==> run_1/floorplan.png <==
Scale: 4 px per um. Pins as bars on the die edge.
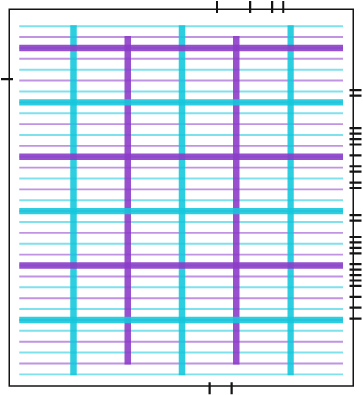
==> run_1/congestion_map.png <==
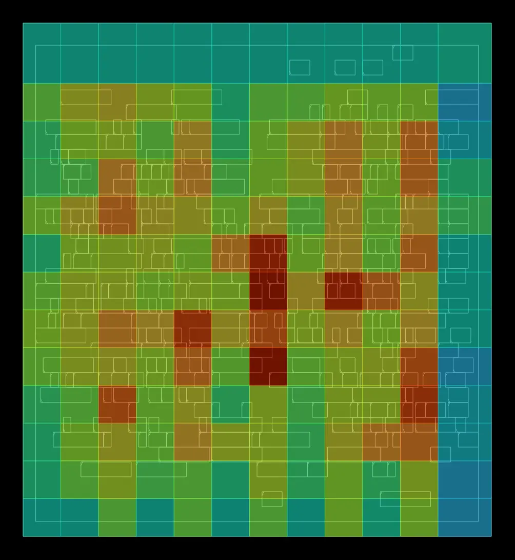
==> run_1/class_map.png <==
Scale: 4 px per um. Fill, decap, tap and diode cells in grey.
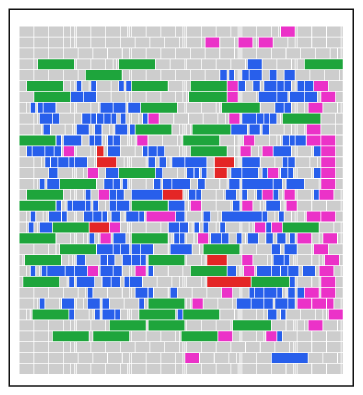
Design countdown_timer, sky130hd; sources not shown.
==> GITHUB_STEP_SUMMARY, run 1 <==
## Synthesis and layout report

| Metric | Value |
|---|---|
| Synth cell types | 49 |
| Detailed Route Iter0 Violations | 113 |
| RSZ-0062 raised after global routing | yes |
| H-Tree Depth | 2 |
| Logic area | 1430 um^2 |
| Filler instances | 678 |
| P_leak | 1.34 nW |
| Tool Warnings | 31 |
| Drt pass-1 iters | 4 |
| Final Non-Filler Cells | 427 |
| CTS tree | done |
| Setup Skew | 8.77 ps |
| DRT Wirelength | 6390 um |
| Syn_nets | 307 |
| Layout area overhead | 29.7% |
| Power Density | 644 nW/um^2 |
| DR DRC count | 0 |
| Cells after Synth | 284 |
| Cell type with the largest total area | dfrtp_1 |
| Critical path required time | 2280 ps |
| Via/cell ratio | 5.40 |
| Min-Delay Path Class | in -> async |
| Final worst slack | 38.5 ps |
| Tcrit/Tclk final | 98.2% |
| Flop area | 1080 um^2 |
| Commonest flop | dfrtp_1 |
| Max reg flops | 26 |
| Yosys stat area | 2570 um^2 |
| Largest net degree at the start of global routing | 27 |
| Clock-pin slew on the worst setup and hold paths | 80 ps |
| Sink Count | 43 |
| Synth warnings | 0 |
| HPWL Detailed | 4540 um |
| Placed cell area | 3170 um^2 |
| Root buffer cell | clkbuf_8 |
| Biggest area cells | dfrtp_1 42%, xnor2_1 7.2%, nor2_1 7.0% |
| Fmax achieved | 0.485 GHz |
| Top cell area share | 41.9% |
| Slew Viols, Final | 0 |
| Setup WS pre-CTS | 18.0 ps |
| Syn Area/Cell | 9.04 um^2 |
| Hold slack | 348 ps |
| Outcome | complete, no violations |
| Final min period | 2060 ps |
| Post-DR wirelength/cell | 15.0 um |
| Placed insts | 417 |
| Congestion Overflow GR | 0 |
Notes on floorplan.png above:
legend:
  VSS:
    colour: cyan
  VDD:
    colour: purple
signal pins: 32
met1 rails: 33
met5 straps: 6
die height: 93.8 um
Horiz. Die Dim: 85.6 um
Peak VDD IR: 0.391 mV

Notes on congestion_map.png above:
met2 usage: 27.9%
met1 track demand over resource: 22.0%

Notes on class_map.png above:
legend:
  remaining buffers and delay cells:
    colour: magenta
    cells: 62
  remaining logic cells:
    colour: blue
    cells: 229
  clock drivers and dummy loads:
    colour: red
    cells: 8
  registers:
    colour: green
    cells: 43
final instance area: 3330 um^2
core area: 7050 um^2

[run 1: cell type report]
class,instances,share of cell area (%)
Clock buffer,5,2.07
Clock inverter,3,1.32
Inverter,12,1.35
Multi-Input combinational cell,217,42.9
Sequential cell,43,32.6
Tap cell,85,3.19
Timing Repair Buffer,62,16.6
[run 1: power breakdown]
| part | internal, mW | total (mW) | switching (mW) |
|---|---|---|---|
| logic | 0.241 | 0.588 | 0.347 |
| clock network | 0.354 | 0.653 | 0.299 |
| registers | 0.872 | 0.905 | 0.0328 |
[run 1: worst max-delay path, cell delays in order (launching register included)]
cell and delay, ps:
dfrtp_2 400, or4_4 530, or3_4 370, or3_4 350
a211oi_2 220, nor3_1 70
[run 1: synthesized netlist by cell type (2+ instances only)]
library cell / n
dfrtp_1: 43
o22ai_1: 2
and3_1: 9
nor4_1: 9
a22oi_1: 2
nor4b_1: 2
and2_1: 4
nand2_1: 14
nor3_1: 13
o21ai_0: 10
nand4_1: 5
and4_1: 5
a221oi_1: 2
nor3b_1: 4
a211oi_1: 2
ha_1: 6
or2_2: 2
nor2_1: 48
nand3_1: 14
buf_2: 2
inv_1: 12
clkbuf_1: 9
nor4_4: 2
or3_4: 2
a21oi_1: 13
xnor2_1: 21
xor2_1: 4
o311a_1: 2
[run 1: cells in the final DEF, fill, tap and decap left out, drive strengths merged, types with 3 or more instances in the layout]
cell / instances
nand3: 14
nor2: 48
a21oi: 13
and3: 9
nand2: 14
xnor2: 21
and2: 4
and4: 5
clkdlybuf4s50: 30
dfrtp: 43
nor4: 11
nand4: 5
inv: 12
xor2: 4
clkbuf: 5
buf: 31
o21ai: 11
ha: 6
nor3b: 4
nor3: 13
a221oi: 3
[run 1: metrics by stage]
step           total power, mW  util [%]  TNS [ps]
2_1_floorplan             1.25         -      -121
3_3_place_gp              1.49      45.0         0
3_5_place_dp              1.50      45.0         0
4_1_cts                   2.17      46.8         0
5_1_grt                   2.26      47.2     -51.9
6_report                  2.15      47.2         0
[run 1: cell families (layout without fill, tap and decap cells)]
family | count (synthesis) | count (layout) | share of synthesized area [%]
simple gates | 139 | 139 | 30.4
compound gates | 47 | 47 | 12.6
flops | 43 | 43 | 41.9
xor+xnor | 25 | 25 | 8.53
buf+inv | 24 | 82 | 3.61
fa+ha+maj | 6 | 6 | 2.93
[run 1: per-layer routing]
layer	vias up	global-route usage, %	wire, um
met4	0	3.84	38
met3	4	4.48	388
met1	1101	22.0	2920
met2	69	27.9	3040
met5	-	0	0
li1	1133	-	-
[run 1: repair_timing]
action	in CTS	in global routing
endpoints found under the setup margin	1	39
hold buffers	1	0
pin swaps	0	2
endpoints found under the hold margin	13	0
buffers inserted	0	1
resized	1	3
==> inputs of run 2 (changes only) <==
Settings changed: PLACE_DENSITY from default to 0.56.
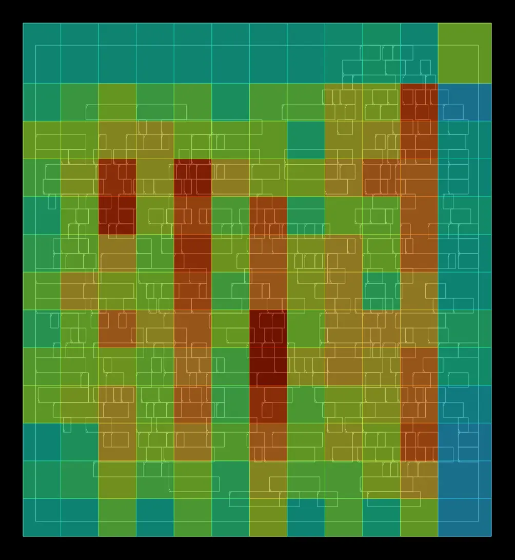
(run_2/congestion_map.png)
met1 track demand over resource: 22.0%
met2 usage: 28.0%
met3 Use GR: 3.43%

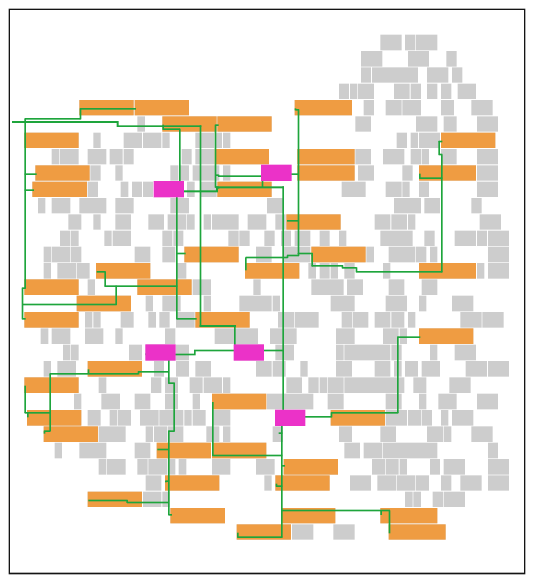
(run_2/clock_wires.png)
Scale: 6 px per um.
legend:
  flip-flops:
    colour: orange
    count: 43
  clock-net drivers:
    colour: magenta
    count: 5
  clock wires:
    colour: green
    length: 609 um
routed clock nets: 6
flops lie: widely spread
Late-Pin Clk Latency: 300 ps
Clk. pwr: 0.544 mW
clock power share: 26.6%

==> GITHUB_STEP_SUMMARY, run 2 <==
## Synthesis and layout report

| Metric | Value |
|---|---|
| Outcome | complete, no violations |
| Layout area overhead | 28.9% |
| CP peak stage delay | 540 ps |
| Final setup fails | 0 |
| Setup Skew | 7.17 ps |
| Top cells by count, synth | 48 x nor2_1, 43 x dfrtp_1, 21 x xnor2_1, 14 x nand2_1, 14 x nand3_1 |
| Horiz. Die Dim | 85.6 um |
| Top cell area share | 41.9% |
| Top comb family, area | simple AND/OR/NAND/NOR gates |
| Max Cap Violations | 0 |
| Biggest area cells | dfrtp_1 42%, xnor2_1 7.2%, nor2_1 7.0% |
| Final Non-Filler Cells | 424 |
| XOR Share, Synth | 8.53% |
| Synth cell types | 49 |
| Clock-pin slew on the worst setup and hold paths | 80 ps |
| Placer Congestion | 0.770 |
| Cells after Synth | 284 |
| Async SR Flop Fraction | 100% |
| Placed cell area | 3160 um^2 |
| Crit-path cells | or4_4, or3_4, or3_4, a211oi_2, nor3_1 |
| CTS tree | done |
| Max reg flops | 26 |
| Core area | 7050 um^2 |
| Levels on crit path | 5 |
| Slew Viols, Final | 0 |
| ANT nets after route | 0 |
| Min-Delay Path Class | in -> async |
| Dominant logic cell type in the layout | nor2_1 |
| Final instance area | 3310 um^2 |
| Via/cell ratio | 5.36 |
| EDFF count, synth | 0 |
| Fin util | 46.9% |
| Crit path buf inv count | 0 |
| Sink Count | 43 |
| DR DRC count | 0 |
| Tool Warnings | 30 |
| Root buffer cell | clkbuf_8 |
| Drt pass-1 iters | 4 |
| Post-DR wirelength/cell | 15.3 um |
| Peak VDD IR | 0.459 mV |
| Syn Area/Cell | 9.04 um^2 |
| P_leak | 1.31 nW |
| Dominant logic cell types in the final layout | 48 x nor2_1, 36 x dfrtp_1, 30 x clkdlybuf4s50_1, 26 x buf_4, 21 x xnor2_1 |
| Cell type with the largest total area | dfrtp_1 |
| Adder Area Share | 2.93% |
| Design Power | 2.04 mW |
| Seq share, synth | 41.9% |
| DRT Wirelength | 6480 um |
| Clk buf depth | 2 |
| Critical path required time | 2290 ps |
| Antenna cells | 0 |
| Fmax achieved | 0.494 GHz |
| Syn_nets | 307 |
| Setup TNS | 0 ps |
| Top-count cell post-synth | nor2_1 |
| Final min period | 2020 ps |
| Die Size | 8030 um^2 |
| Worst path most repeated cell | or3_4 |
| Complex Gates by Area | 12.6% |
| Layout cells sized above 1 | 18.6% |
| Hold slack | 438 ps |
| RSZ-0062 raised after global routing | no |
| Commonest flop | dfrtp_1 |
| HPWL Detailed | 4620 um |
| Power Density | 618 nW/um^2 |
| Placed insts | 415 |
| Detailed Route Iter0 Violations | 45 |
| # IOs | 32 |
| Final net count | 361 |
| Tcrit/Tclk final | 96.4% |
| Normalized max-slew margin | 60.7% |
| Yosys stat area | 2570 um^2 |
| Congestion Overflow GR | 0 |
| CP top delay family | simple AND/OR/NAND/NOR gates |
| Largest net degree at the start of global routing | 27 |
| Die height | 93.8 um |
| CP max stage cell | or4_4 |
| H-Tree Depth | 2 |
| Final worst slack | 75.0 ps |
| Mux area share | 0% |
| Synth warnings | 0 |
| Setup WS pre-CTS | -13.9 ps |
| Simple-gate share of the synthesized area | 30.4% |
run 2: cell counts after synthesis:
No cell type changed its count.
run 2: kinds of logic after synthesis:
| logic type | Yosys count |
|---|---|
| fa+ha+maj | 6 |
| simple gates | 139 |
| flops | 43 |
| buf+inv | 24 |
| compound gates | 47 |
| xor+xnor | 25 |
run 2: timing repair:
item / 4_1_cts / 5_1_grt
pin swaps: 0 / 3
resized: 1 / 9
setup buffers: 0 / 0
setup endpoints to repair: 1 / 10
hold buffers: 1 / 0
hold endpoints to repair: 21 / 0
run 2: layout make-up:
class                           instances  area (um^2)
Inverter                               12         45.0
Fill cell                             711         3740
Clock buffer                            6         76.3
Timing Repair Buffer                   59          531
Multi-Input combinational cell        217         1450
Tap cell                               85          106
Clock inverter                          2         12.5
Sequential cell                        43         1080
run 2: routing by layer:
layer / GRT usage [%] / vias up / routed length, um
met5: 0 / - / 0
met4: 4.89 / 0 / 82
met3: 3.43 / 7 / 302
met2: 28.0 / 55 / 3010
met1: 22.0 / 1087 / 3090
li1: - / 1125 / -
run 2: power breakdown:
part / leakage, nW / switching [mW] / internal, mW / total [mW]
logic: 0.700 / 0.354 / 0.243 / 0.596
clock network: 0.0446 / 0.298 / 0.246 / 0.544
registers: 0.570 / 0.0325 / 0.872 / 0.904
Power and IR drop assume default switching activity.
